### src/rtl/sqrt_arbiter_if.sv
// Requester-side and core-side signals of the shared sqrt arbiter.
// Handshake: a requester holds req and its req_a slice stable until its resp_valid bit
// pulses for one cycle; core_start is a one-cycle launch, and core_x/core_valid are sampled only with core_done.
interface sqrt_arbiter_if #(
  parameter int N_REQ = 4
);
  logic [N_REQ-1:0]   req;
  logic [8*N_REQ-1:0] req_a;
  logic [N_REQ-1:0]   resp_valid;
  logic [7:0]         resp_x;
  logic               resp_ok;
  logic               busy;
  logic               core_start;
  logic [7:0]         core_a;
  logic [7:0]         core_x;
  logic               core_done;
  logic               core_valid;

  // Environment side: requesters plus the sqrt core.
  modport master (
    output req, req_a, core_x, core_done, core_valid,
    input  resp_valid, resp_x, resp_ok, busy, core_start, core_a
  );

  // Arbiter side.
  modport slave (
    input  req, req_a, core_x, core_done, core_valid,
    output resp_valid, resp_x, resp_ok, busy, core_start, core_a
  );
endinterface

### src/rtl/sqrt_arbiter.sv
// Round-robin arbiter sharing one sqrt core among N_REQ requesters, with a
// watchdog on the core's done and a one-cycle one-hot response pulse.
module sqrt_arbiter #(
  parameter int N_REQ   = 4,
  parameter int TIMEOUT = 64
) (
  input  logic        clk,
  input  logic        reset,
  sqrt_arbiter_if.slave bus,
  output logic [1:0]  dbg_state_o
);

  localparam int IDX_W = $clog2(N_REQ);
  localparam int CNT_W = $clog2(TIMEOUT);
  localparam logic [CNT_W-1:0] CNT_LIMIT = CNT_W'(TIMEOUT - 1);
  localparam logic [IDX_W-1:0] LAST_IDX  = IDX_W'(N_REQ - 1);

  typedef enum logic [1:0] {
    S_IDLE   = 2'd0,
    S_LAUNCH = 2'd1,
    S_WAIT   = 2'd2,
    S_RESP   = 2'd3
  } state_e;

  state_e           state_q;
  logic [IDX_W-1:0] rr_ptr_q;
  logic [IDX_W-1:0] winner_q;
  logic [CNT_W-1:0] cnt_q;
  logic [N_REQ-1:0] resp_valid_q;
  logic [7:0]       resp_x_q;
  logic             resp_ok_q;
  logic             busy_q;
  logic             core_start_q;
  logic [7:0]       core_a_q;

  logic [IDX_W-1:0] win_d;
  logic [7:0]       win_a_d;

  // First set request at or above ptr, wrapping; the downward scan lets the
  // closest candidate to ptr overwrite any farther one.
  function automatic logic [IDX_W-1:0] pick_winner(
    input logic [N_REQ-1:0] r,
    input logic [IDX_W-1:0] ptr
  );
    logic [IDX_W-1:0] w;
    int j;
    w = ptr;
    for (int i = N_REQ - 1; i >= 0; i--) begin
      j = int'(ptr) + i;
      if (j >= N_REQ) j = j - N_REQ;
      if (r[j]) w = IDX_W'(j);
    end
    return w;
  endfunction

  always_comb begin
    win_d   = pick_winner(bus.req, rr_ptr_q);
    win_a_d = bus.req_a[{win_d, 3'b000} +: 8];
  end

  always_ff @(posedge clk) begin
    if (reset) begin
      state_q      <= S_IDLE;
      rr_ptr_q     <= '0;
      winner_q     <= '0;
      cnt_q        <= '0;
      resp_valid_q <= '0;
      resp_x_q     <= '0;
      resp_ok_q    <= 1'b0;
      busy_q       <= 1'b0;
      core_start_q <= 1'b0;
      core_a_q     <= '0;
    end else begin
      case (state_q)
        S_IDLE: begin
          if (|bus.req) begin
            winner_q     <= win_d;
            core_a_q     <= win_a_d;
            core_start_q <= 1'b1;
            busy_q       <= 1'b1;
            state_q      <= S_LAUNCH;
          end
        end
        S_LAUNCH: begin
          core_start_q <= 1'b0;
          cnt_q        <= '0;
          state_q      <= S_WAIT;
        end
        S_WAIT: begin
          cnt_q <= cnt_q + 1'b1;
          // A done landing on the watchdog limit still returns the core result.
          if (bus.core_done) begin
            resp_x_q     <= bus.core_x;
            resp_ok_q    <= bus.core_valid;
            resp_valid_q <= N_REQ'(1) << winner_q;
            state_q      <= S_RESP;
          end else if (cnt_q == CNT_LIMIT) begin
            resp_x_q     <= '0;
            resp_ok_q    <= 1'b0;
            resp_valid_q <= N_REQ'(1) << winner_q;
            state_q      <= S_RESP;
          end
        end
        S_RESP: begin
          resp_valid_q <= '0;
          busy_q       <= 1'b0;
          rr_ptr_q     <= (winner_q == LAST_IDX) ? '0 : winner_q + 1'b1;
          state_q      <= S_IDLE;
        end
        default: state_q <= S_IDLE;
      endcase
    end
  end

  assign bus.resp_valid = resp_valid_q;
  assign bus.resp_x     = resp_x_q;
  assign bus.resp_ok    = resp_ok_q;
  assign bus.busy       = busy_q;
  assign bus.core_start = core_start_q;
  assign bus.core_a     = core_a_q;
  assign dbg_state_o    = state_q;

endmodule
### src/flat_wrapper.sv
// flat-port wrapper written by rule: the top's interface ports become plain ports
module sqrt_arbiter_flat 
#(
  parameter int N_REQ   = 4,
  parameter int TIMEOUT = 64
)
  (clk, reset, dbg_state_o, bus_req, bus_req_a, bus_core_x, bus_core_done, bus_core_valid, bus_resp_valid, bus_resp_x, bus_resp_ok, bus_busy, bus_core_start, bus_core_a);
  sqrt_arbiter_if #(.N_REQ(N_REQ)) bus_i ();
  input  logic clk;
  input  logic reset;
  output logic [1:0] dbg_state_o;
  input wire logic [$bits(bus_i.req)-1:0] bus_req;
  input wire logic [$bits(bus_i.req_a)-1:0] bus_req_a;
  input wire logic [$bits(bus_i.core_x)-1:0] bus_core_x;
  input wire logic [$bits(bus_i.core_done)-1:0] bus_core_done;
  input wire logic [$bits(bus_i.core_valid)-1:0] bus_core_valid;
  output wire logic [$bits(bus_i.resp_valid)-1:0] bus_resp_valid;
  output wire logic [$bits(bus_i.resp_x)-1:0] bus_resp_x;
  output wire logic [$bits(bus_i.resp_ok)-1:0] bus_resp_ok;
  output wire logic [$bits(bus_i.busy)-1:0] bus_busy;
  output wire logic [$bits(bus_i.core_start)-1:0] bus_core_start;
  output wire logic [$bits(bus_i.core_a)-1:0] bus_core_a;
  assign bus_i.req = bus_req;
  assign bus_i.req_a = bus_req_a;
  assign bus_i.core_x = bus_core_x;
  assign bus_i.core_done = bus_core_done;
  assign bus_i.core_valid = bus_core_valid;
  assign bus_resp_valid = bus_i.resp_valid;
  assign bus_resp_x = bus_i.resp_x;
  assign bus_resp_ok = bus_i.resp_ok;
  assign bus_busy = bus_i.busy;
  assign bus_core_start = bus_i.core_start;
  assign bus_core_a = bus_i.core_a;
  sqrt_arbiter #(.N_REQ(N_REQ), .TIMEOUT(TIMEOUT)) u_core (.clk(clk), .reset(reset), .bus(bus_i), .dbg_state_o(dbg_state_o));
endmodule
### config.mk
export PLATFORM = sky130hd
export DESIGN_NAME = sqrt_arbiter_flat
export DESIGN_NICKNAME = d
export VERILOG_FILES = /design/src/rtl/sqrt_arbiter_if.sv /design/src/rtl/sqrt_arbiter.sv /design/src/flat_wrapper.sv
export SDC_FILE = /design/constraint.sdc
export NUM_CORES = 1
export LEC_CHECK = 0
export CORE_MARGIN = 8
export CORE_UTILIZATION = 35
export DETAILED_ROUTE_END_ITERATION = 16
export PLACE_DENSITY_LB_ADDON = 0.05
export SLEW_MARGIN = 20
export SYNTH_ARGS = -nofsm -noshare
export SYNTH_HDL_FRONTEND = slang
export SYNTH_SLANG_ARGS = --single-unit
### constraint.sdc
create_clock -name clk -period 3.8 [get_ports clk]
set_input_delay 0.76 -clock clk [delete_from_list [all_inputs] [get_ports clk]]
set_output_delay 0.76 -clock clk [all_outputs]
set_load 0.02 [all_outputs]
==> results.cfg, run 1 <==
; implementation run metrics
[synthesis]
async_flop_share = 0
synthesis.instances = 201
ys_top_cells_by_area = dfxtp_1 (38%), nor2_1 (7.7%), ha_1 (6.7%), a2111oi_2 (4.8%), a22oi_1 (4.8%)
synth_top_flop_cell = dfxtp_1

[final_layout]
antenna_cells = 0
layout.cells.non_filler = 340
inverters = 6
synthToLayoutAreaGrowth_pct = 45.4
nFillCells = 496
lay_top_cells = clkdlybuf4s50_1 (72), nor2_1 (38), dfxtp_1 (35), a22oi_1 (12), nand2_1 (11)

[routing]
drcViolationCount = 0
routed.top_layer = met4
met1_length_microns = 2160

[final_timing]
hold_violations = 0
slew_viol_final = 0
whs_ps = 481
worst_pin_slew_ps = 528

[placed_design]
placedInstanceArea_sq_um = 2610
portBuffers = 72
place.gp.congestion = 0.732

[min_path]
hp-start = u_core.cnt_q[5]$_SDFFE_PP0P_

[critical_path]
cp-startpoint = bus_req[3]
r2r_slack_ps = 1680
worst_setup_path_start_kind = primary input

[clocking]
htree_levels = 2
cts_sinks = 35

[outcome]
status = complete, no violations

[power_and_ir_drop]
switchingPower_uw = 553
netSwitchingFraction = 0.385

[floorplanning]
io_pins = 73
rows = 26
## run 1: worst reg2reg max path: stages (launching register included)
cell and delay, ps:
dfxtp_1 430, nor3_1 90, or4_4 500, nand2_2 310
mux2_2 390, a311o_1 300
## run 1: registers in the layout, indices dropped and copies added (netlist names)
signal and count:
u_core.bus.core_a 8, u_core.bus.busy 1, u_core.dbg_state_o 2, u_core.bus.resp_ok 1, u_core.winner_q 2, u_core.bus.resp_x 8
u_core.rr_ptr_q 2, u_core.cnt_q 6, u_core.bus.resp_valid 4, u_core.bus.core_start 1
## run 1: logic make-up (layout without fill, tap and decap cells)
group,count (synthesis),after routing,synth area share
xor+xnor,3,3,0.0141
simple gates,76,76,0.197
buf+inv,19,88,0.0492
mux,11,11,0.0768
fa+ha+maj,10,10,0.0673
compound gates,47,47,0.218
flops,35,35,0.377
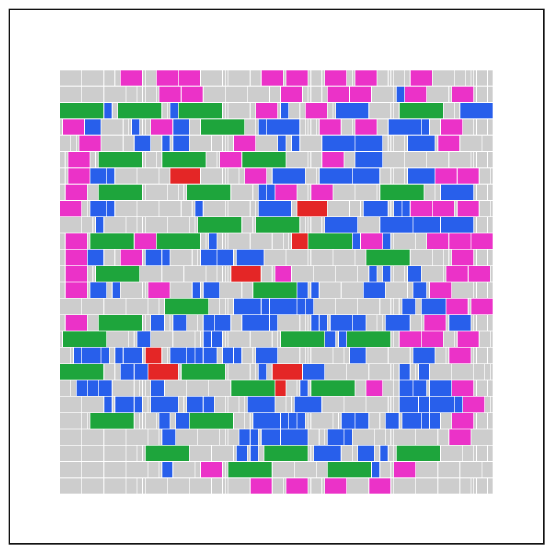
*Placement by cell class, run 1*
Drawn at 6 px/micron. Fill, decap, tap and diode cells in grey.
remaining buffers and delay cells: in magenta, cells 74. combinational and other logic: in blue, cells 153. sequential cells: in green, cells 35. clock drivers and dummy loads: in red, cells 8.

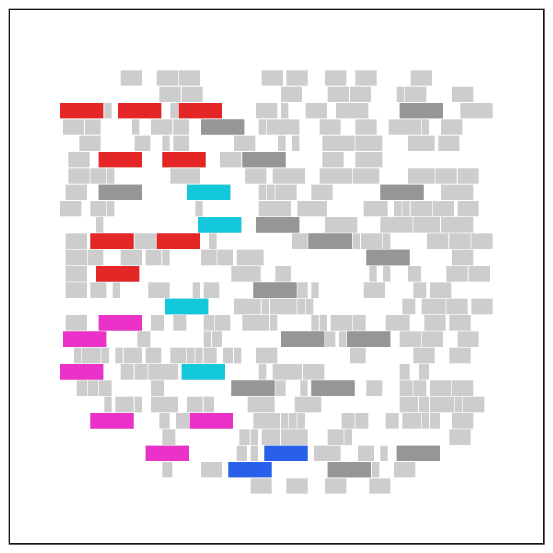
*Where the registers sit, run 1*
Drawn at 6 px/micron.
u_core.cnt_q: in magenta, flops 6, where south-west. u_core.bus.resp_valid: in cyan, flops 4. u_core.bus.resp_x: in red, flops 8. u_core.dbg_state_o: in blue, flops 2.
Seq. cell area: 701 sq um
Seq. pwr: 490 uW
post-layout util: 0.529
fraction of area in registers: 0.259

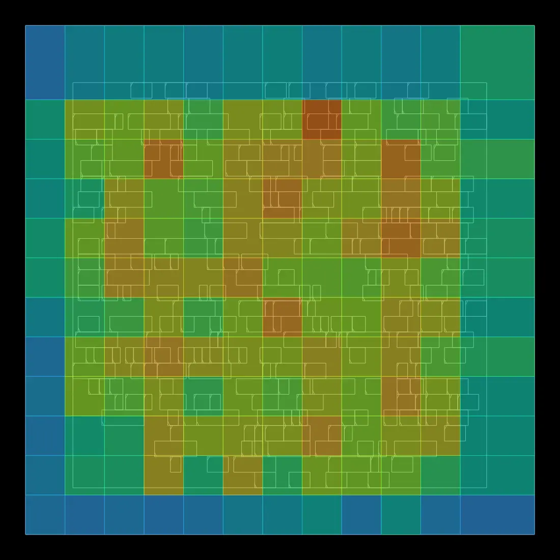
*Routing congestion, run 1*
met2 usage: 0.199
met1 usage: 0.155
GR Util All Layers: 0.128
WL/cell: 14.1 microns
grt peak-use layer: met2

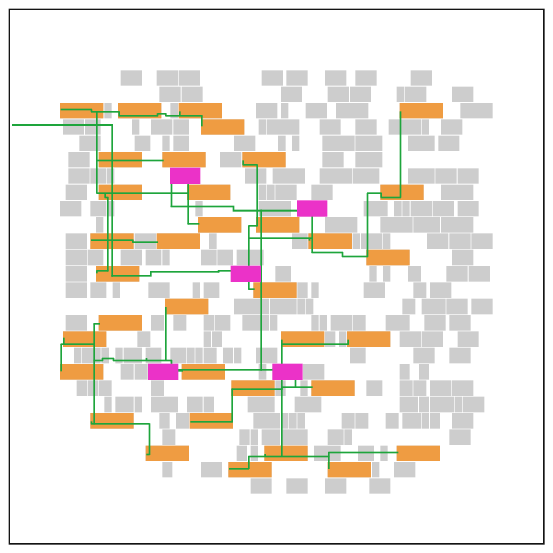
*Clock wires, drivers and flops, run 1*
Drawn at 6 px/micron.
flip-flops: in orange, count 35. clock wires: in green, length 493 microns. clock drivers: in magenta, count 5.
There are 6 routed clock nets.
Clk. pwr: 269 uW
Clock Skew: 7.45 ps
Clock Latency Late Sink: 290 ps
Clk pwr share: 0.188

==> run 2, diff against run 1 <==
==> constraint.sdc (replaced) <==
create_clock -name clk -period 2.4 [get_ports clk]
set_input_delay 0.48 -clock clk [delete_from_list [all_inputs] [get_ports clk]]
set_output_delay 0.48 -clock clk [all_outputs]
set_load 0.02 [all_outputs]
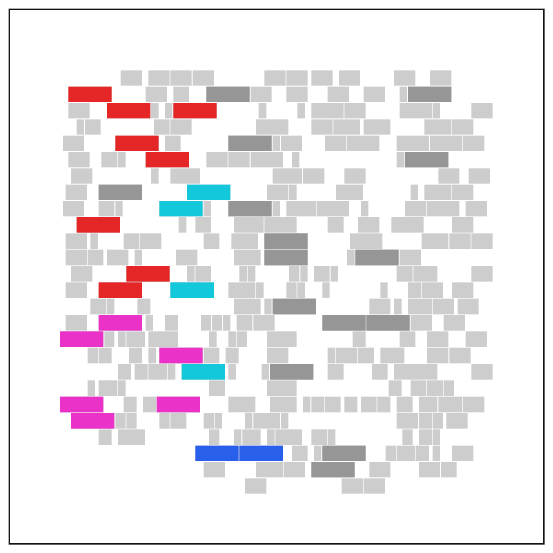
*Where the registers sit, run 2*
Drawn at 6 px/micron.
u_core.dbg_state_o: in blue, flops 2. u_core.bus.resp_x: in red, flops 8. u_core.bus.resp_valid: in cyan, flops 4. u_core.cnt_q: in magenta, flops 6.
Another 15 sequential cells are not coloured.
post-layout util: 0.551
Seq. pwr: 776 uW

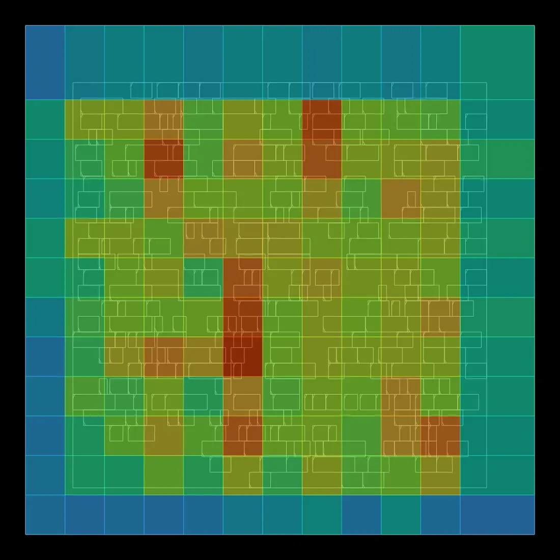
*Routing congestion, run 2*
GR Layer Usage met3: 0.0529
met1 usage: 0.152
GR Util All Layers: 0.127
WL/cell: 14.2 microns
met2 usage: 0.203

==> run 2 against run 1 <==
Against the previous run:
- critical path depth rose by 2
- first-iteration DRC count fell by 37%
- global-route usage fell by 0.16 points
- clock-buffer cell count rose by 3
- clock skew fell by 3.6 ps
- synthesized cell count did not move
- synthesized area did not move
- cell count rose by 3.5%
- largest power group unchanged
- highest routed layer unchanged
==> results.cfg, run 2 <==
; implementation run metrics
[clocking]
clock_latency_ps = 280

[final_layout]
nFillCells = 489
antenna_cells = 0
layout.cells.non_filler = 352
sh_seq_area = 0.249
lay_top_cells = clkdlybuf4s50_1 (72), nor2_1 (38), dfxtp_1 (35), buf_4 (13), a22oi_1 (12)

[synthesis]
ys_top_cells_by_area = dfxtp_1 (38%), nor2_1 (7.7%), ha_1 (6.7%), a2111oi_2 (4.8%), a22oi_1 (4.8%)
synth_top_flop_cell = dfxtp_1
async_flop_share = 0

[critical_path]
r2r_slack_ps = 420
cp-startpoint = bus_req[0]

[final_timing]
worst_pin_slew_ps = 414
slew_viol_final = 0
finClkSkew_ps = 3.83
whs_ps = 489

[outcome]
status = complete, no violations

[power_and_ir_drop]
netSwitchingFraction = 0.367
switchingPower_uw = 868

[routing]
drcViolationCount = 0

[placed_design]
place.gp.congestion = 0.731
placedInstanceArea_sq_um = 2720

[floorplanning]
io_pins = 73
## run 2: per-layer routing
layer | vias to the layer above | wire length (microns) | track usage | share of wire
met4 | 0 | 40 | 0.0323 | 0.0080
li1 | 878 | - | - | -
met5 | - | 0 | 0 | 0
met3 | 5 | 435 | 0.0529 | 0.087
met2 | 52 | 2230 | 0.203 | 0.45
met1 | 763 | 2280 | 0.152 | 0.46
## run 2: cells by family (layout without fill, tap and decap cells)
family	after synthesis	count (layout)	synth area share
compound gates	47	47	0.218
fa+ha+maj	10	10	0.0673
simple gates	76	76	0.197
flops	35	35	0.377
buf+inv	19	100	0.0492
xor+xnor	3	3	0.0141
mux	11	11	0.0768
## run 2: timing repair
action | in CTS | in global routing
setup buffers | 0 | 0
gates resized | 0 | 1
setup endpoints to repair | 0 | 2
hold buffers | 0 | 0
No activity file was given, so power comes from the tool's default toggle rates.
